## src/rtl/dmem_arbiter.sv

```systemverilog
// dmem_arbiter: round-robin two-port arbiter for the data memory, with byte-strobe read-modify-write, alignment/range checks and a registered valid/ready response per port
module dmem_arbiter #(
  parameter int DEPTH = 1024,
  parameter int AW = 10
) (
  input  logic        clk,
  input  logic        rst,
  input  logic        m0_req_valid,
  output logic        m0_req_ready,
  input  logic        m0_req_we,
  input  logic [31:0] m0_req_addr,
  input  logic [31:0] m0_req_wdata,
  input  logic [3:0]  m0_req_strb,
  output logic        m0_rsp_valid,
  input  logic        m0_rsp_ready,
  output logic [31:0] m0_rsp_rdata,
  output logic        m0_rsp_err,
  input  logic        m1_req_valid,
  output logic        m1_req_ready,
  input  logic        m1_req_we,
  input  logic [31:0] m1_req_addr,
  input  logic [31:0] m1_req_wdata,
  input  logic [3:0]  m1_req_strb,
  output logic        m1_rsp_valid,
  input  logic        m1_rsp_ready,
  output logic [31:0] m1_rsp_rdata,
  output logic        m1_rsp_err,
  output logic [31:0] mem_address,
  output logic [31:0] mem_write_data,
  output logic        mem_write,
  input  logic [31:0] mem_read_data
);
  typedef enum logic [2:0] {IDLE, CHECK, ACCESS, MERGE, RESP} state_t;
  state_t state;
  logic rr_last, id, we, err, gnt0, gnt1, bad, acc, mrg, full;
  logic [31:0] addr, wdata, rdata, merge, merged;
  logic [3:0] strb;
  assign gnt0 = !rst && state == IDLE && m0_req_valid && (!m1_req_valid || rr_last);
  assign gnt1 = !rst && state == IDLE && m1_req_valid && (!m0_req_valid || !rr_last);
  assign m0_req_ready = gnt0;
  assign m1_req_ready = gnt1;
  assign bad = addr[1:0] != 2'b00 || {2'b00, addr[31:2]} >= DEPTH[31:0];
  assign full = strb == 4'hF;
  assign acc = !rst && state == ACCESS;
  assign mrg = !rst && state == MERGE;
  always_comb begin
    merged = merge;
    for (int i = 0; i < 4; i++)
      if (strb[i]) merged[8*i +: 8] = wdata[8*i +: 8];
  end
  assign mem_write = (acc && we && full) || mrg;
  assign mem_address = (acc || mrg) ? {{(30-AW){1'b0}}, addr[AW+1:2], 2'b00} : '0;
  assign mem_write_data = mrg ? merged : (acc && we && full) ? wdata : '0;
  assign m0_rsp_valid = !rst && state == RESP && !id;
  assign m1_rsp_valid = !rst && state == RESP && id;
  assign m0_rsp_rdata = m0_rsp_valid ? rdata : '0;
  assign m1_rsp_rdata = m1_rsp_valid ? rdata : '0;
  assign m0_rsp_err = m0_rsp_valid && err;
  assign m1_rsp_err = m1_rsp_valid && err;
  always_ff @(posedge clk) begin
    if (rst) begin
      state <= IDLE;
      rr_last <= 1'b1;
      id <= 1'b0;
      we <= 1'b0;
      err <= 1'b0;
      addr <= '0;
      wdata <= '0;
      strb <= '0;
      rdata <= '0;
      merge <= '0;
    end else begin
      case (state)
        IDLE: if (gnt0 || gnt1) begin
          id <= gnt1;
          rr_last <= gnt1;
          we <= gnt1 ? m1_req_we : m0_req_we;
          addr <= gnt1 ? m1_req_addr : m0_req_addr;
          wdata <= gnt1 ? m1_req_wdata : m0_req_wdata;
          strb <= gnt1 ? m1_req_strb : m0_req_strb;
          rdata <= '0;
          err <= 1'b0;
          state <= CHECK;
        end
        CHECK: begin
          err <= bad;
          state <= bad ? RESP : ACCESS;
        end
        ACCESS: begin
          if (!we) rdata <= mem_read_data;
          if (we && !full && strb != 4'h0) merge <= mem_read_data;
          state <= (we && !full && strb != 4'h0) ? MERGE : RESP;
        end
        MERGE: state <= RESP;
        RESP: if (id ? m1_rsp_ready : m0_rsp_ready) state <= IDLE;
        default: state <= IDLE;
      endcase
    end
  end
endmodule
```

## config.mk

```make
export PLATFORM = sky130hd
export DESIGN_NAME = dmem_arbiter
export DESIGN_NICKNAME = d
export VERILOG_FILES = /design/src/rtl/dmem_arbiter.sv
export SDC_FILE = /design/constraint.sdc
export NUM_CORES = 1
export LEC_CHECK = 0
export ABC_CLOCK_PERIOD_IN_PS = 6000
export CORE_ASPECT_RATIO = 0.5
export CORE_UTILIZATION = 46
export CTS_BUF_LIST = sky130_fd_sc_hd__clkbuf_4
export DETAILED_ROUTE_END_ITERATION = 6
export GPL_TIMING_DRIVEN = 0
export PLACE_DENSITY = 0.93
export SLEW_MARGIN = 10
export SYNTH_ARGS = -nofsm -noshare
export SYNTH_HDL_FRONTEND = slang
export SYNTH_SLANG_ARGS = --single-unit
```

## constraint.sdc

```tcl
create_clock -name clk -period 6 [get_ports clk]
set_input_delay 1.5 -clock clk [delete_from_list [all_inputs] [get_ports clk]]
set_output_delay 1.5 -clock clk [all_outputs]
set_load 0.01 [all_outputs]
```

**Run 1: cells by drive strength**

Drawn at 3 px/um.
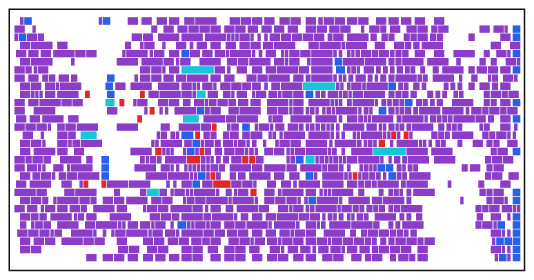
| colour | size | cells | share |
|---|---|---|---|
| purple | _0 and _1 cells | 1046 | 93% |
| blue | _3 and _4 cells | 49 | 4.4% |
| cyan | _6 and larger | 9 | 0.80% |
| red | _2 cells | 21 | 1.9% |

**Run 1: track usage over the die**

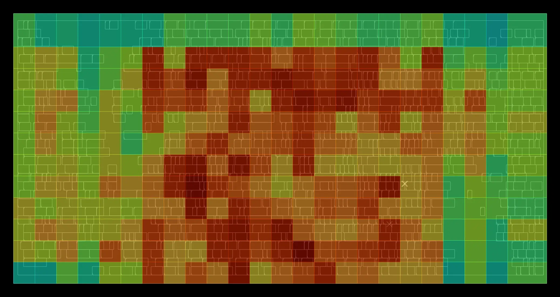
grt met3 use: 0.0817
met1 track demand over resource: 0.394
average wire per standard cell: 18.5 um
GR met2 Demand/Resource: 0.541
all-layer global routing usage: 0.325

**Run 1: the metal 3 layer**

Drawn at 4 px/um.
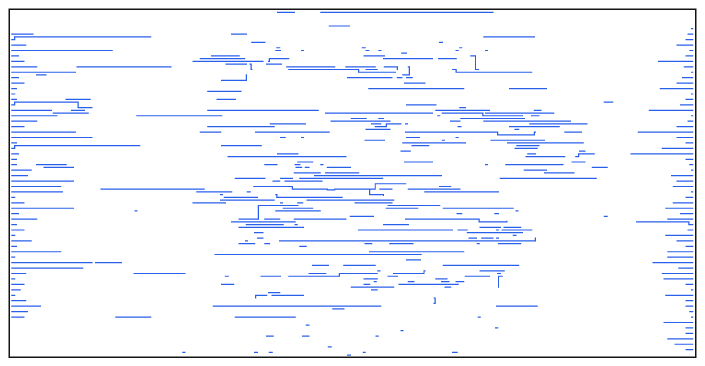
nets with wire on the layer: 273
share of all routed wire: 10%
main direction: horizontal
longest straight run: 63.9 um
wire length on this layer: 2490 um
wirelength, routed: 24.4 mm
vias after detailed routing: 7575

**Run 1: selected gate families**

Drawn at 3 px/um.
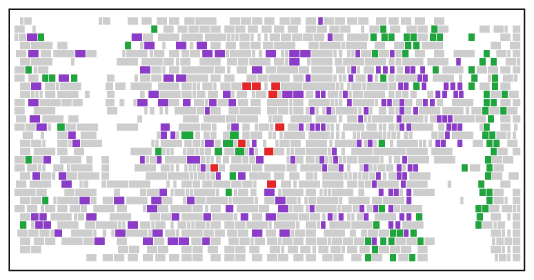
| colour | family | cells |
|---|---|---|
| purple | inverting AOI/OAI gates | 178 |
| green | AND and OR gates | 84 |
| red | AND-OR and OR-AND gates | 9 |
most common logic cell in the routed design: clkdlybuf4s50_1
number of cells in the finished layout apart from fillers: 1317
Comb/total area: 0.335

==> results.txt, run 1 <==
Quick summary of the implementation run below.

The clock period minus final worst setup slack came out at 5.68 ns. The run finished, with violations left. The total power per unit cell area came out at around 200 nW/um^2.

The deepest level of the CTS H-tree is 4. The core utilization at floorplan is 0.478. Checking hold timing, the worst path is listed with class reg2reg. The logic depth of the worst setup path including buffers is 6. The critical setup path kind is in2out. From left edge to right edge, the die measures between 150 and 200 um. The combinational logic power is between 0.3 and 0.4 mW. In the detailed route, the total length drawn on met2 is approximately 12 mm. In the hold timing report, the worst path depth is 2. The number of buffers created by CTS came out at 17. Final hold analysis gives a worst-case slack of roughly 0.48 ns. The final weighted congestion in routability-driven placement came out at 0.982. The worst setup path is launched from an input port. The post-placement worst setup slack came out at approximately 0.37 ns. The share of flip-flops with an asynchronous set or reset after synthesis is 0. The final reports fail on DRC.

The total iterations of the first detailed-routing run is 7. In this run, synthesis inferred 0 flip-flops with an integrated enable. The total design power came out at roughly 2.1 mW. The setup slack after layout came out at roughly 0.32 ns. The data arrival time of the worst path is between 4 and 5 ns. The number of cells in the yosys synthesis report came out at ~780.

The power report attributes to the combinational group a share of 0.186. The post-detailed-route DRC marker count came out at 4. The largest single stage delay on the critical path is 0.83 ns. The number of global-route vias before repair is ~7200.

Ranked by total cell area, the synthesized netlist is headed by dfxtp_1 42%, mux2i_1 7.3%, and2_1 7.2%. The power in sequential cells came out at around 1 mW. The leakage power in the latest report is roughly 3.6 nW. The number of DRC violations after detailed-routing iteration 0 is ~860. After synthesis, the most frequently instantiated cells are 139 x dfxtp_1, 100 x nor2_1, 76 x and2_1. Per the CTS log, the root buffer master is clkbuf_4. For hold timing, the worst endpoint is merge[2]$_SDFFE_PP0P_. The number of warnings reported in the yosys synthesis log came out at 0. From the final report, the count of setup violators was given as 0. The mapped netlist covers between 6000 and 7000 sq um.
-- run 1: registers in the layout, indices dropped and copies added, names as in the netlist --
name and count:
id 1, we 1, strb 4, rr_last 1
addr 32, merge 32, wdata 32, rdata 32
err 1, state 3
-- run 1: cells by family after synthesis --
family	after synthesis	share of synthesized area
AOI/OAI and AO/OA	187	0.193
buffers and inverters	100	0.0773
DFF	139	0.422
muxes	48	0.0729
other	1	0.000569
and+or+nand+nor	309	0.233
-- run 1: layout make-up --
type,instances,area (sq um),share of cell area
inverter,4,15.0,0.00149
buffer,96,494,0.0489
clock buffer,19,143,0.0141
multi-input combinational,566,3380,0.335
sequential,139,2780,0.275
tap,192,240,0.0238
clock inverter,13,168,0.0166
timing repair buffer,288,2880,0.285
**Run 1: placed cells, one colour a class**

Drawn at 3 px/um. Fill, decap, tap and diode cells in grey.
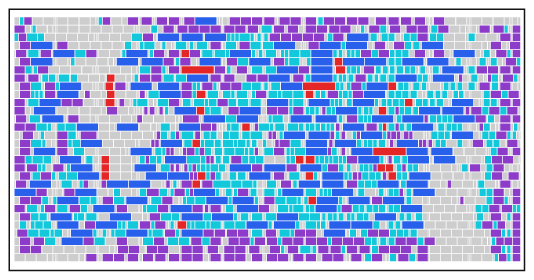

==> run 2, diff against run 1 <==
--- a/config.mk
+++ b/config.mk
@@ -5,13 +5,14 @@
 export SDC_FILE = /design/constraint.sdc
 export NUM_CORES = 1
 export LEC_CHECK = 0
-export ABC_CLOCK_PERIOD_IN_PS = 6000
+export ABC_CLOCK_PERIOD_IN_PS = 4900
 export CORE_ASPECT_RATIO = 0.5
-export CORE_UTILIZATION = 46
+export CORE_UTILIZATION = 38
 export CTS_BUF_LIST = sky130_fd_sc_hd__clkbuf_4
 export DETAILED_ROUTE_END_ITERATION = 6
 export GPL_TIMING_DRIVEN = 0
-export PLACE_DENSITY = 0.93
+export PLACE_DENSITY = 0.82
+export REMOVE_ABC_BUFFERS = 1
 export SLEW_MARGIN = 10
 export SYNTH_ARGS = -nofsm -noshare
 export SYNTH_HDL_FRONTEND = slang
==> constraint.sdc (replaced) <==
create_clock -name clk -period 4.9 [get_ports clk]
set_input_delay 1.225 -clock clk [delete_from_list [all_inputs] [get_ports clk]]
set_output_delay 1.225 -clock clk [all_outputs]
set_load 0.01 [all_outputs]
**Run 2: placed cells, one colour a class**

Drawn at 2 px/um. Fill, decap, tap and diode cells in grey.
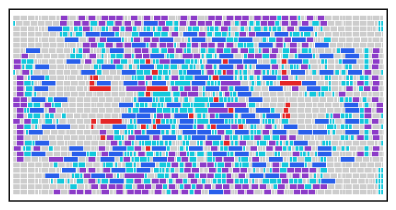
| colour | class | cells | share of their area |
|---|---|---|---|
| blue | flops | 139 | 29% |
| red | clock drivers and dummy loads | 32 | 3.3% |
| purple | other buffers and delay cells | 304 | 32% |
| cyan | combinational and other logic | 570 | 36% |

**Run 2: cells by drive strength**

Drawn at 2 px/um.
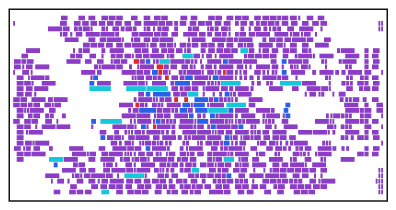
| colour | size | cells | share |
|---|---|---|---|
| blue | _3 and _4 cells | 38 | 3.6% |
| purple | _0 and _1 cells | 981 | 94% |
| cyan | _6 and larger | 17 | 1.6% |
| red | _2 cells | 9 | 0.86% |

==> run 2 against run 1 <==
The run still ends with DRC left. Clock-buffer cell count unchanged. Cell count decreased by 3.4%. Die size increased by 21%. Global-route usage decreased by 7.1 points. Critical path type unchanged. Critical endpoint is now m1_req_ready. Highest routed layer unchanged.
==> results.txt, run 2 <==
Quick summary of the implementation run below.

The run finished, with violations left. The final reports fail on DRC. The setup slack after layout came to 0.102 ns (-0.223 ns). The floorplan die width is 188 um (+9.9%). The number of non-filler instances in the completed layout is 1272 (-3.4%). The combinational fraction of design power came out at 0.182 (-0.004). The total power per unit cell area is 252 nW/um^2 (+24%). The power in sequential cells came to 1.22 mW (+22%). The cell sitting at the root of the clock tree is a clkbuf_4. The synthesis report lists the most area-consuming cells as dfxtp_1 42%, mux2i_1 7.3%, and2_1 7.2%.

The total iterations of the first detailed-routing run is 7 (unchanged). The category of the worst setup path launch point is an input port. The share of flip-flops with an asynchronous set or reset after synthesis came out at 0 (unchanged). The type recorded for the worst min-delay path is reg2reg. The number of global-route vias before repair is 6670 (-7.8%). The area fraction in mux cells is 0.0729 (unchanged).

The cell depth of the worst min-delay path came out at 2 (unchanged). The number of enable flip-flop cells is 0 (unchanged). The netlist area before placement is 6590 sq um (unchanged).

The deepest level of the CTS H-tree is 4 (unchanged). The total design power came out at 2.53 mW (+23%). The number of buffers created by CTS is 17 (unchanged). The xor-xnor portion of the synthesized cell area came to 0 (unchanged).

The clock period minus final worst setup slack came out at around 4.8 ns. The met1 routing resource usage after global routing was 0.314 (-0.0797). The met2 track utilization from global routing is 0.444 (-0.0970). The delay of the slowest cell on the worst path came out at 0.67 ns (-0.16 ns). The number of warnings reported in the yosys synthesis log is 0 (unchanged).

The most instantiated logic cell after routing is clkdlybuf4s50_1. By startpoint and endpoint, the worst setup path is classified as in2out. The final weighted congestion in routability-driven placement is 0.836 (-15%).

The post-placement worst setup slack is -0.593 ns (-0.965 ns). The synthesis run shows the most used standard cells to be 139 x dfxtp_1, 100 x nor2_1, 76 x and2_1. The endpoint of the worst hold path is reported as merge[27]$_SDFFE_PP0P_. The area share of and-or/or-and cells after synthesis came out at 0.193 (unchanged). The data arrival time of the worst path came out at 3.57 ns (-0.61 ns).

The leakage power total came to 3.46 nW (-3.1%). The worst hold slack came out at 0.467 ns (-0.0130 ns). The arithmetic-cell share of the synthesized area counting full adders, half adders and majority gates came out at 0 (unchanged).

The number of DRC violations after detailed-routing iteration 0 is 837 (-3.1%). The post-detailed-route DRC marker count came to 4 (unchanged). The combinational logic power came to 0.461 mW (+21%). The global-route met3 utilization is 0.0397 (-0.0420).
==> run 2: layout make-up <==
cell class / count / area (sq um)
sequential: 139 / 2790
timing repair buffer: 304 / 3150
inverter: 4 / 17.5
clock inverter: 13 / 175
fill: 1384 / 6610
multi-input combinational: 566 / 3470
clock buffer: 19 / 143
tap: 227 / 284
==> run 2: how the worst max path moves through the flow <==
stage / endpoint / from / slack, ns / depth (start not counted)
2_1_floorplan: m0_req_ready / rst / -0.75 / 2
3_3_place_gp: m0_req_ready / rst / -7.85 / 4
3_5_place_dp: m1_req_ready / rst / -0.59 / 7
4_1_cts: mem_write_data[30] / state[1]$_SDFFE_PP0P_ / -0.01 / 5
5_1_grt: m1_req_ready / m1_req_valid / 0.02 / 6
6_report: m1_req_ready / m1_req_valid / 0.10 / 6
Power figures rest on the tool's default switching activity, not on a simulated workload.
